`config.mk`:
```
export PLATFORM = sky130hd
export DESIGN_NAME = cpu_fetch_ctrl_flat
export DESIGN_NICKNAME = d
export VERILOG_FILES = /design/src/rtl/cpu_fetch_pkg.sv /design/src/rtl/cpu_fetch_ctrl_if.sv /design/src/rtl/cpu_sat_counter.sv /design/src/rtl/cpu_fetch_ctrl.sv /design/src/flat_wrapper.sv
export SDC_FILE = /design/constraint.sdc
export NUM_CORES = 1
export LEC_CHECK = 0
export ABC_CLOCK_PERIOD_IN_PS = 1900
export CAP_MARGIN = 20
export CORE_ASPECT_RATIO = 2
export CORE_UTILIZATION = 50
export CTS_CLUSTER_SIZE = 40
export DETAILED_ROUTE_END_ITERATION = 10
export DONT_BUFFER_PORTS = 1
export SKIP_LAST_GASP = 1
export SLEW_MARGIN = 20
export SYNTH_ARGS = -nofsm -noshare
export SYNTH_HDL_FRONTEND = slang
export SYNTH_SLANG_ARGS = --single-unit
export TNS_END_PERCENT = 100
```
`constraint.sdc`:
```
create_clock -name clk -period 1.9 [get_ports clk]
set_clock_uncertainty 0.05 [all_clocks]
set_input_delay 0.38 -clock clk [delete_from_list [all_inputs] [get_ports clk]]
set_output_delay 0.38 -clock clk [all_outputs]
set_load 0.02 [all_outputs]
```
`src/rtl/cpu_fetch_pkg.sv`:
```
// rtl/cpu_fetch_pkg.sv - shared types and default widths for the fetch controller
package cpu_fetch_pkg;

  localparam int ADDR_W_DEF = 8;
  localparam int DATA_W_DEF = 8;
  localparam int CNT_W_DEF  = 16;

  typedef enum logic [1:0] {
    S_IDLE,
    S_REQ,
    S_HOLD,
    S_REDIR
  } fetch_state_t;

endpackage

```
`src/rtl/cpu_fetch_ctrl_if.sv`:
```
// rtl/cpu_fetch_ctrl_if.sv - PC latch, instruction memory, decode and redirect signals
interface cpu_fetch_ctrl_if
  import cpu_fetch_pkg::*;
#(
  parameter int ADDR_W = ADDR_W_DEF,
  parameter int DATA_W = DATA_W_DEF
) ();

  logic [ADDR_W-1:0] pc_q;
  logic [ADDR_W-1:0] pc_d;
  logic              pc_load;
  logic              pc_inc;
  logic              mem_req;
  logic [ADDR_W-1:0] mem_addr;
  logic              mem_ack;
  logic [DATA_W-1:0] mem_rdata;
  logic [DATA_W-1:0] ir_q;
  logic              instr_valid;
  logic              instr_ready;
  logic              jmp_valid;
  logic [ADDR_W-1:0] jmp_addr;
  logic              jmp_ready;

  modport master (
    input  pc_q, mem_ack, mem_rdata, instr_ready, jmp_valid, jmp_addr,
    output pc_d, pc_load, pc_inc, mem_req, mem_addr, ir_q, instr_valid, jmp_ready
  );

  modport slave (
    output pc_q, mem_ack, mem_rdata, instr_ready, jmp_valid, jmp_addr,
    input  pc_d, pc_load, pc_inc, mem_req, mem_addr, ir_q, instr_valid, jmp_ready
  );

endinterface

```
`src/rtl/cpu_sat_counter.sv`:
```
// rtl/cpu_sat_counter.sv - enabled up-counter that sticks at all-ones
module cpu_sat_counter
  import cpu_fetch_pkg::*;
#(
  parameter int CNT_W = CNT_W_DEF
) (
  input  logic             clk,
  input  logic             rst_n,
  input  logic             inc,
  output logic [CNT_W-1:0] cnt
);

  logic [CNT_W-1:0] cnt_q;
  logic [CNT_W-1:0] cnt_d;

  always_comb begin
    cnt_d = cnt_q;
    if (inc && (cnt_q != '1)) cnt_d = cnt_q + CNT_W'(1);
  end

  always_ff @(posedge clk or negedge rst_n) begin
    if (!rst_n) cnt_q <= '0;
    else        cnt_q <= cnt_d;
  end

  assign cnt = cnt_q;

endmodule

```
`src/rtl/cpu_fetch_ctrl.sv`:
```
// rtl/cpu_fetch_ctrl.sv - instruction fetch FSM: memory request, IR capture, decode handoff, redirects
module cpu_fetch_ctrl
  import cpu_fetch_pkg::*;
#(
  parameter int ADDR_W = ADDR_W_DEF,
  parameter int DATA_W = DATA_W_DEF,
  parameter int CNT_W  = CNT_W_DEF
) (
  input  logic             clk,
  input  logic             rst_n,
  input  logic             en,
  cpu_fetch_ctrl_if.master bus,
  output logic [CNT_W-1:0] fetch_cnt
);

  fetch_state_t      state_q, state_d;
  logic [DATA_W-1:0] ir_q, ir_d;
  logic [ADDR_W-1:0] mem_addr_q, mem_addr_d;
  logic [ADDR_W-1:0] pc_tgt_q, pc_tgt_d;
  logic              mem_req_q, mem_req_d;
  logic              pc_inc_q, pc_inc_d;
  logic              pc_load_q, pc_load_d;
  logic              instr_valid_q, instr_valid_d;
  logic [ADDR_W-1:0] pc_next;
  logic              deliver;

  // The latch only takes a strobe at the end of the strobe cycle, so the
  // fetch address is taken from the value the latch is about to hold.
  assign pc_next = pc_load_q ? pc_tgt_q :
                   pc_inc_q  ? bus.pc_q + ADDR_W'(1) : bus.pc_q;

  assign deliver = (state_q == S_HOLD) && !bus.jmp_valid && bus.instr_ready;

  always_comb begin
    state_d    = state_q;
    ir_d       = ir_q;
    mem_addr_d = mem_addr_q;
    pc_tgt_d   = pc_tgt_q;
    pc_inc_d   = 1'b0;
    pc_load_d  = 1'b0;
    case (state_q)
      S_IDLE: if (en) state_d = S_REQ;
      S_REQ: begin
        if (bus.mem_ack) begin
          ir_d     = bus.mem_rdata;
          pc_inc_d = 1'b1;
          state_d  = S_HOLD;
        end
      end
      S_HOLD: begin
        if (bus.jmp_valid) begin
          pc_tgt_d  = bus.jmp_addr;
          pc_load_d = 1'b1;
          state_d   = S_REDIR;
        end else if (bus.instr_ready) begin
          state_d = en ? S_REQ : S_IDLE;
        end
      end
      S_REDIR: state_d = en ? S_REQ : S_IDLE;
      default: state_d = S_IDLE;
    endcase
    mem_req_d     = (state_d == S_REQ);
    instr_valid_d = (state_d == S_HOLD);
    if ((state_d == S_REQ) && (state_q != S_REQ)) mem_addr_d = pc_next;
  end

  always_ff @(posedge clk or negedge rst_n) begin
    if (!rst_n) begin
      state_q       <= S_IDLE;
      ir_q          <= '0;
      mem_addr_q    <= '0;
      pc_tgt_q      <= '0;
      mem_req_q     <= 1'b0;
      pc_inc_q      <= 1'b0;
      pc_load_q     <= 1'b0;
      instr_valid_q <= 1'b0;
    end else begin
      state_q       <= state_d;
      ir_q          <= ir_d;
      mem_addr_q    <= mem_addr_d;
      pc_tgt_q      <= pc_tgt_d;
      mem_req_q     <= mem_req_d;
      pc_inc_q      <= pc_inc_d;
      pc_load_q     <= pc_load_d;
      instr_valid_q <= instr_valid_d;
    end
  end

  cpu_sat_counter #(.CNT_W(CNT_W)) u_fetch_cnt (
    .clk   (clk),
    .rst_n (rst_n),
    .inc   (deliver),
    .cnt   (fetch_cnt)
  );

  assign bus.pc_d        = pc_tgt_q;
  assign bus.pc_load     = pc_load_q;
  assign bus.pc_inc      = pc_inc_q;
  assign bus.mem_req     = mem_req_q;
  assign bus.mem_addr    = mem_addr_q;
  assign bus.ir_q        = ir_q;
  assign bus.instr_valid = instr_valid_q;
  assign bus.jmp_ready   = (state_q == S_HOLD) && bus.jmp_valid;

  a_no_inc_with_load: assert property (@(posedge clk) disable iff (!rst_n)
    !(pc_inc_q && pc_load_q));

endmodule

```
`src/flat_wrapper.sv`:
```
// flat-port wrapper written by rule: the top's interface ports become plain ports
module cpu_fetch_ctrl_flat import cpu_fetch_pkg::*;
#(
  parameter int ADDR_W = ADDR_W_DEF,
  parameter int DATA_W = DATA_W_DEF,
  parameter int CNT_W  = CNT_W_DEF
)
  (clk, rst_n, en, fetch_cnt, bus_pc_q, bus_mem_ack, bus_mem_rdata, bus_instr_ready, bus_jmp_valid, bus_jmp_addr, bus_pc_d, bus_pc_load, bus_pc_inc, bus_mem_req, bus_mem_addr, bus_ir_q, bus_instr_valid, bus_jmp_ready);
  cpu_fetch_ctrl_if #(.ADDR_W(ADDR_W), .DATA_W(DATA_W)) bus_i ();
  input  logic clk;
  input  logic rst_n;
  input  logic en;
  output logic [CNT_W-1:0] fetch_cnt;
  input wire logic [$bits(bus_i.pc_q)-1:0] bus_pc_q;
  input wire logic [$bits(bus_i.mem_ack)-1:0] bus_mem_ack;
  input wire logic [$bits(bus_i.mem_rdata)-1:0] bus_mem_rdata;
  input wire logic [$bits(bus_i.instr_ready)-1:0] bus_instr_ready;
  input wire logic [$bits(bus_i.jmp_valid)-1:0] bus_jmp_valid;
  input wire logic [$bits(bus_i.jmp_addr)-1:0] bus_jmp_addr;
  output wire logic [$bits(bus_i.pc_d)-1:0] bus_pc_d;
  output wire logic [$bits(bus_i.pc_load)-1:0] bus_pc_load;
  output wire logic [$bits(bus_i.pc_inc)-1:0] bus_pc_inc;
  output wire logic [$bits(bus_i.mem_req)-1:0] bus_mem_req;
  output wire logic [$bits(bus_i.mem_addr)-1:0] bus_mem_addr;
  output wire logic [$bits(bus_i.ir_q)-1:0] bus_ir_q;
  output wire logic [$bits(bus_i.instr_valid)-1:0] bus_instr_valid;
  output wire logic [$bits(bus_i.jmp_ready)-1:0] bus_jmp_ready;
  assign bus_i.pc_q = bus_pc_q;
  assign bus_i.mem_ack = bus_mem_ack;
  assign bus_i.mem_rdata = bus_mem_rdata;
  assign bus_i.instr_ready = bus_instr_ready;
  assign bus_i.jmp_valid = bus_jmp_valid;
  assign bus_i.jmp_addr = bus_jmp_addr;
  assign bus_pc_d = bus_i.pc_d;
  assign bus_pc_load = bus_i.pc_load;
  assign bus_pc_inc = bus_i.pc_inc;
  assign bus_mem_req = bus_i.mem_req;
  assign bus_mem_addr = bus_i.mem_addr;
  assign bus_ir_q = bus_i.ir_q;
  assign bus_instr_valid = bus_i.instr_valid;
  assign bus_jmp_ready = bus_i.jmp_ready;
  cpu_fetch_ctrl #(.ADDR_W(ADDR_W), .DATA_W(DATA_W), .CNT_W(CNT_W)) u_core (.clk(clk), .rst_n(rst_n), .en(en), .bus(bus_i), .fetch_cnt(fetch_cnt));
endmodule
```
==> run_1/power_grid.png <==
Scale: 4 px per µm. Pins as bars on the die edge.
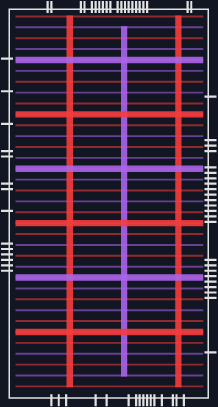
legend:
  purple:
    net: VDD
  red:
    net: VSS
met5 straps: 6
met4 straps: 3

==> run_1/cell_density.png <==
Scale: 4 px per µm. The die is cut into 5 by 10 equal tiles; black is low, pale yellow is high, 0 to 100% covered.
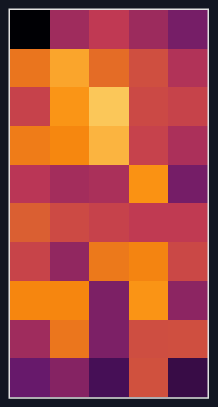
nearly empty tiles: 2.0%
densest ninth of the die: north
fullest tile: 88%
mean over tiles: 53%
floorplan utilization: 51.8%
core region area: 4340 µm²
fraction of the core area covered by cells at the end of the flow: 60.1%

==> results.rst, run 1 <==
Synthesis and place-and-route
=============================

.. list-table::
   :header-rows: 1

   * - Metric
     - Value
   * - Result of the run
     - completed
   * - Total power consumption of the routed design
     - between 3 and 4 mW
   * - Number of enable-type register cells in the synthesized netlist
     - 0
   * - Measured slew at the worst slew-check pin
     - around 0.48 ns
   * - Final Max Tran Viols
     - 0
   * - Final tally of setup violations
     - 0
   * - Non-clock buffering overhead in the final layout
     - under 10%
   * - Non-Filler Instances
     - 299
   * - Met3 usage in global routing
     - between 5 and 6%
   * - Area used by multi-input combinational logic
     - 1050 µm²
   * - Critical-path cell with the highest stage delay
     - sky130_fd_sc_hd__dfrtp_2
   * - Final sum of negative setup slack
     - 0 ns
   * - Sequential share of power
     - 52.8%
   * - Vertical die dimension
     - between 90 and 100 µm
   * - Final worst slack
     - about 0.068 ns
   * - Sw frac
     - 38.7%
   * - Source of the worst register-to-register timing path
     - u_core.state_q[0]$_DFF_PN0_
   * - Place WS
     - between 0.06 and 0.07 ns
   * - Post-synthesis cell type with the largest instance count
     - sky130_fd_sc_hd__nand2_1
   * - Final HPWL DP
     - approximately 3900 µm
   * - Count of instantiated cells in the yosys netlist
     - around 220
   * - Most instantiated flip-flop cell in the synthesis netlist
     - sky130_fd_sc_hd__dfrtp_1
   * - Top Consumer
     - registers
   * - Final wirelength
     - between 4000 and 5000 µm
   * - RD Place Congestion
     - approximately 0.83
   * - Average cell area after synthesis
     - ~10 µm²
   * - Category of the most critical setup path
     - flop to flop
   * - Number of placement rows
     - 34
   * - Post-synthesis share of cell area spent on and-or and or-and gates
     - under 10%
   * - Power Combinational
     - 1.01 mW
   * - Hold Path Depth
     - 2
   * - Grt total ovfl
     - 0
   * - Htree depth
     - 2
   * - Cell-internal power
     - 2.25 mW
   * - Post-CTS Setup Bufs
     - 0
==> run_1/flops_by_reg.png <==
Scale: 4 px per µm. Other sequential cells in the stronger grey, the rest of the logic in the fainter grey.
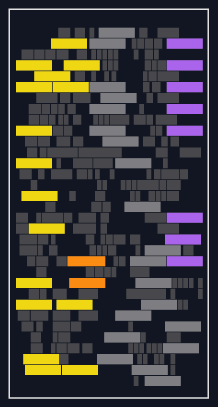
legend:
  yellow:
    name_in_the_netlist: u_core.u_fetch_cnt.cnt
    placed_flops: 16
  purple:
    name_in_the_netlist: u_core.bus.mem_addr
    placed_flops: 8
  orange:
    name_in_the_netlist: u_core.state_q
    placed_flops: 2
flop share of the area: 44.2%
Seq. pwr: 1.94 mW
total area of sequential cells: 1150 µm²

==> run_1/layer_met2.png <==
Scale: 4 px per µm.
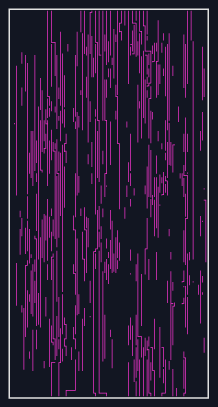

--- run 2 (diff from run 1) ---
Settings changed: ABC_AREA set to 1.
==> run_2/layer_met2.png <==
Scale: 4 px per µm.
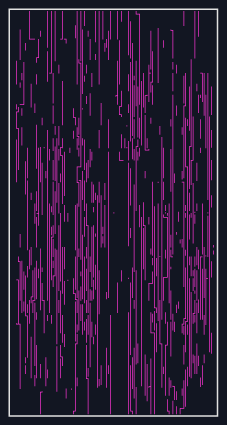
longest straight run: 58.8 µm
wire length on this layer: 3,280 µm
main direction: vertical
nets with wire on the layer: 296
share of all routed wire: 59%
final wirelength: 5610 µm
via count: 2,005
met2 Use GR: 46.5%

==> run 2 against run 1 <==
Effect of this change: register-to-register slack better by 0.06 ns; global-route usage grew 0.67 points; total power rose by 11%; core utilization is 1.0 points lower; sequential power is 6% higher; flip-flop count stayed put; non-clock buffer count is 5 lower; hold slack worse by 0.0091 ns; sequential share of layout area fell by 2.6 points; combinational power up 42%; critical endpoint is now u_core.u_fetch_cnt.cnt[7]$_DFFE_PN0P_.
==> results.rst, run 2 <==
Synthesis and place-and-route
=============================

.. list-table::
   :header-rows: 1

   * - Metric
     - Value
   * - Non-clock buffering overhead in the final layout
     - 6.24% (-1.8 points)
   * - TritonCTS clock tree
     - built
   * - Most instantiated flip-flop cell in the synthesis netlist
     - sky130_fd_sc_hd__dfrtp_1
   * - Cell area after synthesis
     - ~2500 µm²
   * - Non-Filler Instances
     - 384 (+28%)
   * - Detailed-route vias per instance
     - roughly 5.2
   * - Result of the run
     - completed
   * - Sw frac
     - 47.2% (+8.5 points)
   * - Sequential share of power
     - 50.1% (-2.7 points)
   * - Number of enable-type register cells in the synthesized netlist
     - 0 (unchanged)
   * - R2R cell count
     - 10
   * - Core region area
     - 4690 µm² (+8.0%)
   * - Flop share of the area
     - 41.6% (-2.6 points)
   * - GR peak layer
     - met2
   * - Final tally of setup violations
     - 0 (unchanged)
   * - Grt total ovfl
     - 0 (unchanged)
   * - Post-synthesis share of cell area spent on and-or and or-and gates
     - 4.87% (+0.86 points)
   * - Areal power density over the cells
     - approximately 1500 nW/µm²
   * - Fraction of the core area covered by cells at the end of the flow
     - 59.0% (-1.0 points)
   * - Final Max Tran Viols
     - 0 (unchanged)
   * - Hold Path Depth
     - 2 (unchanged)
   * - Final worst slack
     - 0.132 ns (+0.0646 ns)
   * - Final sum of negative setup slack
     - 0 ns (unchanged)
   * - Category of the most critical setup path
     - flop to flop
   * - Total area of sequential cells
     - 1150 µm² (-0.11%)
   * - Power Combinational
     - 1.43 mW (+42%)
   * - Floorplan utilization
     - 52.6% (+0.84 points)
   * - CTS Buffer Depth
     - 2
   * - Source of the worst register-to-register timing path
     - u_core.u_fetch_cnt.cnt[0]$_DFFE_PN0P_
   * - Critical-path cell with the highest stage delay
     - sky130_fd_sc_hd__dfrtp_1
   * - Htree depth
     - 2 (unchanged)
   * - Total power consumption of the routed design
     - 4.08 mW (+11%)
   * - Measured slew at the worst slew-check pin
     - 0.558 ns (+0.0784 ns)
   * - RD Place Congestion
     - 0.847 (+2.7%)
   * - Area used by multi-input combinational logic
     - 1170 µm² (+11%)
   * - Final HPWL DP
     - 4360 µm (+12%)
   * - Number of placement rows
     - 35 (+2.9%)
   * - Cell-internal power
     - 2.16 mW (-4.2%)
   * - Met3 usage in global routing
     - 6.61% (+0.79 points)
--- run 3 (diff from run 2) ---
Settings changed: CTS_BUF_LIST set to sky130_fd_sc_hd__clkbuf_2 sky130_fd_sc_hd__clkbuf_4 sky130_fd_sc_hd__clkbuf_8, TNS_END_PERCENT 100 to not set.
==> run_3/layer_met2.png <==
Scale: 4 px per µm.
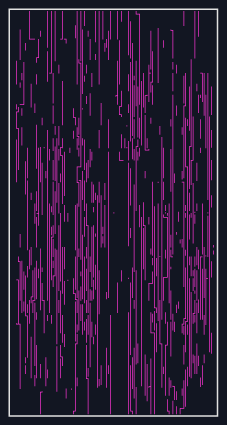

==> run 3 against run 2 <==
Effect of this change: via count is the same; non-clock buffer count is the same; register-to-register slack is essentially flat; sequential power is essentially flat; wire length is the same; fmax is the same; total power is the same; cell count is the same; area after synthesis is the same; highest routed layer unchanged.
==> results.rst, run 3 <==
Synthesis and place-and-route
=============================

.. list-table::
   :header-rows: 1

   * - Metric
     - Value
   * - Result of the run
     - completed
   * - Measured slew at the worst slew-check pin
     - 0.558 ns (unchanged)
   * - Area used by multi-input combinational logic
     - 1170 µm² (unchanged)
   * - Final HPWL DP
     - 4360 µm (unchanged)
   * - R2R cell count
     - 10 (unchanged)
   * - CTS Buffer Depth
     - 2 (unchanged)
   * - Areal power density over the cells
     - 1480 nW/µm² (unchanged)
   * - Flop share of the area
     - 41.6% (unchanged)
   * - Final tally of setup violations
     - 0 (unchanged)
   * - Grt total ovfl
     - 0 (unchanged)
   * - Total area of sequential cells
     - 1150 µm² (unchanged)
   * - Power Combinational
     - 1.43 mW (about the same)
   * - Detailed-route vias per instance
     - 5.22 (unchanged)
   * - Source of the worst register-to-register timing path
     - u_core.u_fetch_cnt.cnt[0]$_DFFE_PN0P_
   * - Post-synthesis share of cell area spent on and-or and or-and gates
     - 4.87% (unchanged)
   * - Met3 usage in global routing
     - 6.61% (unchanged)
   * - Fraction of the core area covered by cells at the end of the flow
     - 59.0% (unchanged)
   * - Hold Path Depth
     - 2 (unchanged)
   * - Total power consumption of the routed design
     - 4.08 mW (unchanged)
   * - Sw frac
     - 47.2% (unchanged)
   * - Most instantiated flip-flop cell in the synthesis netlist
     - sky130_fd_sc_hd__dfrtp_1
   * - Number of placement rows
     - 35 (unchanged)
   * - Htree depth
     - 2 (unchanged)
   * - Core region area
     - 4690 µm² (unchanged)
   * - Non-Filler Instances
     - 384 (unchanged)
   * - Floorplan utilization
     - 52.6% (unchanged)
   * - Number of enable-type register cells in the synthesized netlist
     - 0 (unchanged)
   * - Final sum of negative setup slack
     - 0 ns (unchanged)
Power is estimated from default activity; no workload was simulated.
